**src/rtl/cpu_8bit_pkg.sv**
```systemverilog
// Shared types for the 8-bit CPU control path: opcodes, sequencer states and the
// control word with its all-inactive value.
package cpu_8bit_pkg;

    typedef enum logic [3:0] {
        OP_NOP = 4'h0,
        OP_LDA = 4'h1,
        OP_LDB = 4'h2,
        OP_STA = 4'h3,
        OP_ALU = 4'h4,
        OP_JMP = 4'h5,
        OP_JZ  = 4'h6,
        OP_JC  = 4'h7,
        OP_JN  = 4'h8,
        OP_HLT = 4'hF
    } opcode_e;

    typedef enum logic [3:0] {
        S_FETCH0, S_FETCH1, S_DECODE,
        S_ADR0, S_ADR1, S_MEMA, S_MEMB, S_STA,
        S_ALU, S_JA0, S_JA1, S_SKIP, S_HALT
    } seq_state_e;

    typedef struct packed {
        logic       a_wrtn;
        logic       b_wrtn;
        logic       ir_wrtn;
        logic       mar_wrtn;
        logic       a_rdn;
        logic       b_rdn;
        logic       ir_rdn;
        logic       mar_rdn;
        logic       mem_rdn;
        logic       mem_wrtn;
        logic       alu_sel;
        logic       alu_flag_sel;
        logic [3:0] alu_opcode;
        logic       cin;
        logic       pc_cntn;
        logic       pc_den;
        logic       pc_din;
    } ctrl_word_t;

    localparam ctrl_word_t CTRL_IDLE = '{
        a_wrtn: 1'b1, b_wrtn: 1'b1, ir_wrtn: 1'b1, mar_wrtn: 1'b1,
        a_rdn: 1'b1, b_rdn: 1'b1, ir_rdn: 1'b1, mar_rdn: 1'b1,
        mem_rdn: 1'b1, mem_wrtn: 1'b1,
        alu_sel: 1'b0, alu_flag_sel: 1'b0, alu_opcode: 4'd0, cin: 1'b0,
        pc_cntn: 1'b1, pc_den: 1'b0, pc_din: 1'b0
    };

endpackage

```
**src/rtl/seq_decode.sv**
```systemverilog
// Combinational microcode ROM: maps the sequencer state (and latched ALU operand)
// to the datapath control word.
module seq_decode
    import cpu_8bit_pkg::*;
(
    input  seq_state_e state_i,
    input  logic [3:0] operand_i,
    output ctrl_word_t ctrl_o
);

    always_comb begin
        ctrl_o = CTRL_IDLE;
        unique case (state_i)
            S_FETCH0, S_ADR0, S_JA0: begin
                ctrl_o.pc_den   = 1'b1;
                ctrl_o.mar_wrtn = 1'b0;
            end
            S_FETCH1: begin
                ctrl_o.mem_rdn = 1'b0;
                ctrl_o.ir_wrtn = 1'b0;
                ctrl_o.pc_cntn = 1'b0;
            end
            S_ADR1: begin
                ctrl_o.mem_rdn  = 1'b0;
                ctrl_o.mar_wrtn = 1'b0;
                ctrl_o.pc_cntn  = 1'b0;
            end
            S_MEMA: begin
                ctrl_o.mem_rdn = 1'b0;
                ctrl_o.a_wrtn  = 1'b0;
            end
            S_MEMB: begin
                ctrl_o.mem_rdn = 1'b0;
                ctrl_o.b_wrtn  = 1'b0;
            end
            S_STA: begin
                ctrl_o.a_rdn    = 1'b0;
                ctrl_o.mem_wrtn = 1'b0;
            end
            S_ALU: begin
                ctrl_o.alu_sel      = 1'b1;
                ctrl_o.alu_opcode   = operand_i;
                ctrl_o.a_wrtn       = 1'b0;
                ctrl_o.alu_flag_sel = 1'b1;
            end
            S_JA1: begin
                ctrl_o.mem_rdn = 1'b0;
                ctrl_o.pc_din  = 1'b1;
            end
            S_SKIP: ctrl_o.pc_cntn = 1'b0;
            default: ctrl_o = CTRL_IDLE;
        endcase
    end

endmodule

```
**src/rtl/control_sequencer.sv**
```systemverilog
// Fetch/decode/execute sequencer: owns the state register, opcode latch, run gating
// and next-state logic; strobe values come from seq_decode.
module control_sequencer
    import cpu_8bit_pkg::*;
#(
    parameter bit ILLEGAL_HALT  = 1'b0,
    parameter bit HALT_ON_PC_OF = 1'b1
) (
    input  logic       i_clk,
    input  logic       i_rst,
    input  logic       i_run,
    input  logic [7:0] i_instr,
    input  logic       i_zr,
    input  logic       i_ng,
    input  logic       i_co,
    input  logic       i_pc_of,
    output logic       o_a_wrtn,
    output logic       o_b_wrtn,
    output logic       o_ir_wrtn,
    output logic       o_mar_wrtn,
    output logic       o_a_rdn,
    output logic       o_b_rdn,
    output logic       o_ir_rdn,
    output logic       o_mar_rdn,
    output logic       o_mem_rdn,
    output logic       o_mem_wrtn,
    output logic       o_alu_sel,
    output logic       o_alu_flag_sel,
    output logic [3:0] o_alu_opcode,
    output logic       o_cin,
    output logic       o_pc_cntn,
    output logic       o_pc_den,
    output logic       o_pc_din,
    output logic       o_halted,
    output logic       o_fault,
    output logic       o_illegal
);

    seq_state_e state_q, state_d;
    logic [3:0] opcode_q, opcode_d;
    logic [3:0] operand_q, operand_d;
    logic       fault_q, fault_d;
    logic       illegal;
    ctrl_word_t ctrl_raw, ctrl;

    always_ff @(posedge i_clk) begin
        if (i_rst) begin
            state_q   <= S_FETCH0;
            opcode_q  <= 4'd0;
            operand_q <= 4'd0;
            fault_q   <= 1'b0;
        end else begin
            state_q   <= state_d;
            opcode_q  <= opcode_d;
            operand_q <= operand_d;
            fault_q   <= fault_d;
        end
    end

    always_comb begin
        state_d   = state_q;
        opcode_d  = opcode_q;
        operand_d = operand_q;
        fault_d   = fault_q;
        illegal   = 1'b0;
        if (i_run) begin
            unique case (state_q)
                S_FETCH0: begin
                    if (HALT_ON_PC_OF && i_pc_of) begin
                        state_d = S_HALT;
                        fault_d = 1'b1;
                    end else begin
                        state_d = S_FETCH1;
                    end
                end
                S_FETCH1: state_d = S_DECODE;
                S_DECODE: begin
                    opcode_d  = i_instr[7:4];
                    operand_d = i_instr[3:0];
                    // The latch is not visible yet, so branch on the live IR byte.
                    case (opcode_e'(i_instr[7:4]))
                        OP_NOP:                state_d = S_FETCH0;
                        OP_LDA, OP_LDB, OP_STA: state_d = S_ADR0;
                        OP_ALU:                state_d = S_ALU;
                        OP_JMP:                state_d = S_JA0;
                        OP_JZ:                 state_d = i_zr ? S_JA0 : S_SKIP;
                        OP_JC:                 state_d = i_co ? S_JA0 : S_SKIP;
                        OP_JN:                 state_d = i_ng ? S_JA0 : S_SKIP;
                        OP_HLT:                state_d = S_HALT;
                        default: begin
                            illegal = 1'b1;
                            state_d = ILLEGAL_HALT ? S_HALT : S_FETCH0;
                        end
                    endcase
                end
                S_ADR0: state_d = S_ADR1;
                S_ADR1: begin
                    case (opcode_q)
                        OP_LDA:  state_d = S_MEMA;
                        OP_LDB:  state_d = S_MEMB;
                        default: state_d = S_STA;
                    endcase
                end
                S_JA0:  state_d = S_JA1;
                S_HALT: state_d = S_HALT;
                default: state_d = S_FETCH0;
            endcase
        end
    end

    seq_decode u_decode (
        .state_i   (state_q),
        .operand_i (operand_q),
        .ctrl_o    (ctrl_raw)
    );

    // Stalled or in reset: every strobe is forced to its inactive level.
    assign ctrl = (i_run && !i_rst) ? ctrl_raw : CTRL_IDLE;

    assign o_a_wrtn       = ctrl.a_wrtn;
    assign o_b_wrtn       = ctrl.b_wrtn;
    assign o_ir_wrtn      = ctrl.ir_wrtn;
    assign o_mar_wrtn     = ctrl.mar_wrtn;
    assign o_a_rdn        = ctrl.a_rdn;
    assign o_b_rdn        = ctrl.b_rdn;
    assign o_ir_rdn       = ctrl.ir_rdn;
    assign o_mar_rdn      = ctrl.mar_rdn;
    assign o_mem_rdn      = ctrl.mem_rdn;
    assign o_mem_wrtn     = ctrl.mem_wrtn;
    assign o_alu_sel      = ctrl.alu_sel;
    assign o_alu_flag_sel = ctrl.alu_flag_sel;
    assign o_alu_opcode   = ctrl.alu_opcode;
    assign o_cin          = ctrl.cin;
    assign o_pc_cntn      = ctrl.pc_cntn;
    assign o_pc_den       = ctrl.pc_den;
    assign o_pc_din       = ctrl.pc_din;
    assign o_halted       = !i_rst && (state_q == S_HALT);
    assign o_fault        = !i_rst && fault_q;
    assign o_illegal      = !i_rst && illegal;

    always @(posedge i_clk) begin
        if (!i_rst) begin
            assert ($countones({ctrl.pc_den, ~ctrl.mem_rdn, ~ctrl.a_rdn, ~ctrl.b_rdn,
                                ~ctrl.ir_rdn, ~ctrl.mar_rdn, ctrl.alu_sel}) <= 1);
            assert (!(!ctrl.pc_cntn && ctrl.pc_din));
        end
    end

endmodule

```
**config.mk**
```make
export PLATFORM = sky130hd
export DESIGN_NAME = control_sequencer
export DESIGN_NICKNAME = d
export VERILOG_FILES = /design/src/rtl/cpu_8bit_pkg.sv /design/src/rtl/seq_decode.sv /design/src/rtl/control_sequencer.sv
export SDC_FILE = /design/constraint.sdc
export NUM_CORES = 1
export LEC_CHECK = 0
export CAP_MARGIN = 20
export CORE_MARGIN = 3
export CORE_UTILIZATION = 40
export DETAILED_ROUTE_END_ITERATION = 10
export DONT_BUFFER_PORTS = 1
export PLACE_DENSITY = 0.62
export SYNTH_ARGS = -nofsm -noshare
export SYNTH_HDL_FRONTEND = slang
export SYNTH_SLANG_ARGS = --single-unit
```
**constraint.sdc**
```tcl
create_clock -name i_clk -period 1.95 [get_ports i_clk]
set_clock_uncertainty 0.1 [all_clocks]
set_input_delay 0.2925 -clock i_clk [delete_from_list [all_inputs] [get_ports i_clk]]
set_output_delay 0.2925 -clock i_clk [all_outputs]
set_load 0.01 [all_outputs]
```
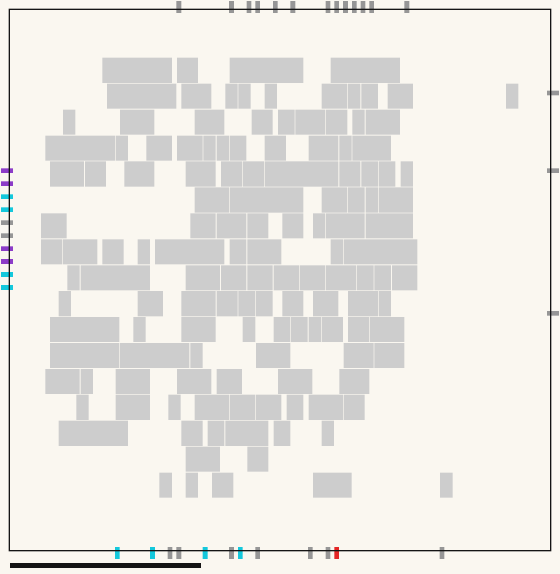
*Pin map, run 1*
Scale bar: 20 µm. Pins as bars across the die edge, other pins in gray.
red -> `i_co`  # pins 1, direction input, edge south
cyan -> `i_instr`  # pins 8, direction input, edge 4 west, 4 south
purple -> `o_alu_opcode`  # pins 4, direction output, edge west
number of buffer cells added on primary ports: 0
height of the die: 56.6 µm
Die Span X: 56.6 µm

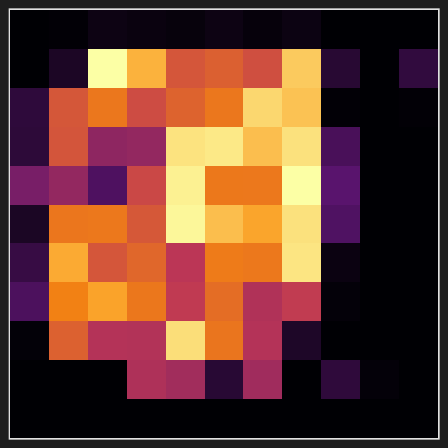
*Cell area per tile, run 1*
11 x 11 tiles, from black (low) to pale yellow (high), 0 to 100% covered.
densest ninth of the die = center
fullest tile = 100%
tiles over 75% full = 16%
nearly empty tiles = 36%
emptiest ninth of the die = south-east

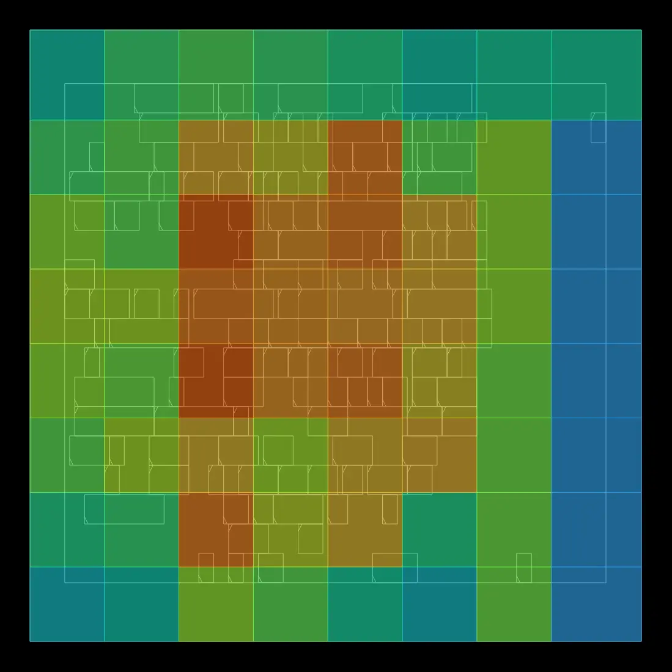
*Routing congestion map, run 1*
met3 track demand over resource: 0.0276
all-layer global routing usage: 0.166

==> flow_results.xml, run 1 <==
<?xml version="1.0" encoding="UTF-8"?>
<metrics>
  <group name="run_status">
    <metric name="status" unit="">complete, no violations</metric>
  </group>
  <group name="pwr">
    <metric name="comb_cell_power" unit="mW">0.222</metric>
    <metric name="intPower" unit="mW">0.460</metric>
    <metric name="total_power" unit="mW">0.689</metric>
  </group>
  <group name="clock_tree">
    <metric name="tritoncts" unit="">built</metric>
    <metric name="clockRootBuffer" unit="">sky130_fd_sc_hd__clkbuf_4</metric>
    <metric name="clock_insertion_delay_worst_skew" unit="ns">0.27</metric>
    <metric name="cts.clk_slew.worst_paths" unit="ns">0.08</metric>
  </group>
  <group name="setup_path">
    <metric name="rr_worst_depth" unit="">5</metric>
    <metric name="crit_path_end_kind" unit="">output pin</metric>
    <metric name="timing.setup.critical_path_class" unit="">register to output pin</metric>
    <metric name="worstSetupStartpointType" unit="">register</metric>
  </group>
  <group name="cells_and_area">
    <metric name="layout.nonclk_buf_frac" unit="">0.0874</metric>
    <metric name="postLayoutCellArea" unit="µm²">1130</metric>
    <metric name="combGateArea" unit="µm²">696</metric>
    <metric name="finalCoreUtilization" unit="">0.488</metric>
    <metric name="final_nets" unit="">150</metric>
  </group>
  <group name="floorplanning">
    <metric name="core_area" unit="µm²">2320</metric>
  </group>
  <group name="yosys">
    <metric name="synth_dominant_cell_count" unit="">sky130_fd_sc_hd__dfxtp_1</metric>
    <metric name="yosys_top_cell_area_share" unit="">0.254</metric>
    <metric name="dominant_register_cell" unit="">sky130_fd_sc_hd__dfxtp_1</metric>
    <metric name="netlist_area" unit="µm²">1030</metric>
    <metric name="yosys-top-cells-count" unit="">sky130_fd_sc_hd__dfxtp_1, sky130_fd_sc_hd__nor2_1, sky130_fd_sc_hd__nand2_1</metric>
  </group>
  <group name="drt">
    <metric name="dr_total_vias" unit="">978</metric>
  </group>
  <group name="timing">
    <metric name="timing.final.crit_share" unit="">0.949</metric>
    <metric name="slew_of_the_pin_with_the_lowest_slew_margin" unit="ns">0.517</metric>
  </group>
  <group name="placed_design">
    <metric name="numPlacedInstances" unit="">156</metric>
  </group>
  <group name="flow_run">
    <metric name="max_cap_viol_count" unit="">0</metric>
  </group>
  <group name="grt">
    <metric name="grt_antenna_before_repair" unit="">0</metric>
    <metric name="wire_length_of_the_first_global_routing_pass" unit="mm">4.34</metric>
  </group>
</metrics>
==> run 1 -> run 2 <==
- CELL_PAD_IN_SITES_DETAIL_PLACEMENT: not set -> 0
- CELL_PAD_IN_SITES_GLOBAL_PLACEMENT: not set -> 2
- CORE_UTILIZATION: 40 -> 33
- PLACE_DENSITY: 0.62 -> 0.84
- clock period: 1.95 -> 2.01 ns (I/O delays scaled with it)
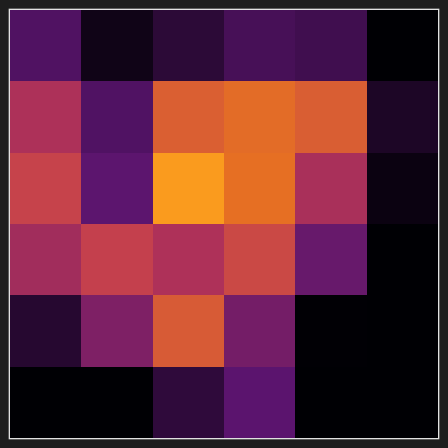
*Cell area per tile, run 2*
6 x 6 tiles, from black (low) to pale yellow (high), 0 to 100% covered.
nearly empty tiles = 22%
tiles over 75% full = 2.8%
densest ninth of the die = center
initial standard-cell utilization of the core: 0.360
post-layout utilization of the core: 0.389
Core Region: 2850 µm²

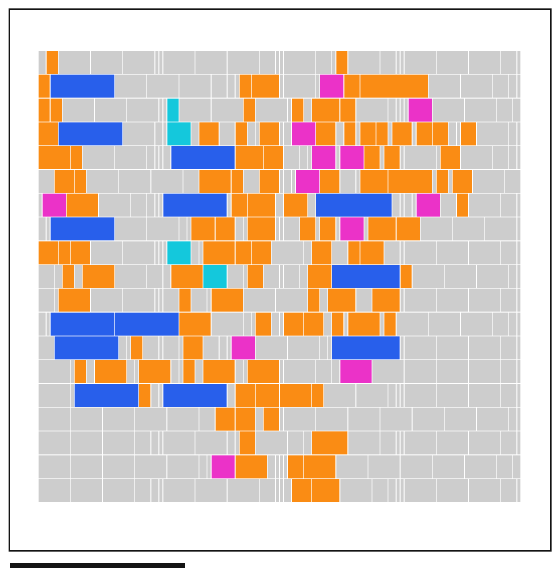
*Cell classes on the final placement, run 2*
Scale bar: 20 µm. Fill, decap, tap and diode cells in gray.
orange -> combinational and other logic  # cells 105
magenta -> remaining buffers and delay cells  # cells 12
cyan -> clock drivers and dummy loads  # cells 4
blue -> sequential cells  # cells 13
share of the final layout cell area in sequential cells: 0.240
final instance area: 1110 µm²
Std-Cell Rows: 19

==> flow_results.xml, run 2 <==
<?xml version="1.0" encoding="UTF-8"?>
<metrics>
  <group name="yosys">
    <metric name="yosys-top-cells-count" unit="">sky130_fd_sc_hd__dfxtp_1, sky130_fd_sc_hd__nor2_1, sky130_fd_sc_hd__nand2_1</metric>
    <metric name="synth_dominant_cell_count" unit="">sky130_fd_sc_hd__dfxtp_1</metric>
    <metric name="summed_standard_cell_area_reported_by_yosys" unit="µm²">1030</metric>
    <metric name="synth.area.top_cells" unit="">sky130_fd_sc_hd__dfxtp_1, sky130_fd_sc_hd__mux2i_1, sky130_fd_sc_hd__buf_4</metric>
    <metric name="yosys_top_cell_area_share" unit="">0.254</metric>
    <metric name="dominant_register_cell" unit="">sky130_fd_sc_hd__dfxtp_1</metric>
    <metric name="netlist_area" unit="µm²">1030</metric>
  </group>
  <group name="clock_tree">
    <metric name="clock_insertion_delay_worst_skew" unit="ns">0.27</metric>
    <metric name="tritoncts" unit="">built</metric>
  </group>
  <group name="drt">
    <metric name="met1_length" unit="mm">1.16</metric>
  </group>
  <group name="setup_path">
    <metric name="crit_path_end_kind" unit="">output pin</metric>
    <metric name="cpLargestDelayFamily" unit="">simple AND/OR/NAND/NOR gates</metric>
    <metric name="rr_worst_depth" unit="">6</metric>
    <metric name="timing.setup.critical_path_class" unit="">register to output pin</metric>
    <metric name="worstSetupStartpointType" unit="">register</metric>
  </group>
  <group name="pwr">
    <metric name="total_power" unit="mW">0.659</metric>
    <metric name="power.share.sequential" unit="">0.446</metric>
    <metric name="comb_cell_power" unit="mW">0.202</metric>
    <metric name="power.switching" unit="mW">0.215</metric>
    <metric name="intPower" unit="mW">0.443</metric>
  </group>
  <group name="grt">
    <metric name="grt_antenna_before_repair" unit="">0</metric>
    <metric name="grt_usage" unit="">0.146</metric>
    <metric name="wire_length_of_the_first_global_routing_pass" unit="mm">4.16</metric>
    <metric name="met3_track_demand_over_resource" unit="">0.0289</metric>
  </group>
  <group name="placed_design">
    <metric name="portBuffers" unit="">0</metric>
  </group>
  <group name="run_status">
    <metric name="status" unit="">complete, no violations</metric>
  </group>
  <group name="cells_and_area">
    <metric name="final_nets" unit="">150</metric>
    <metric name="combGateArea" unit="µm²">676</metric>
    <metric name="layout.nonclk_buf_frac" unit="">0.0833</metric>
  </group>
  <group name="floorplanning">
    <metric name="die-width" unit="µm">61.8</metric>
    <metric name="die.size.y" unit="µm">61.8</metric>
  </group>
  <group name="timing">
    <metric name="timing.final.crit_share" unit="">0.941</metric>
  </group>
  <group name="flow_run">
    <metric name="max_cap_viol_count" unit="">0</metric>
  </group>
</metrics>
Power is estimated from default activity; no workload was simulated.
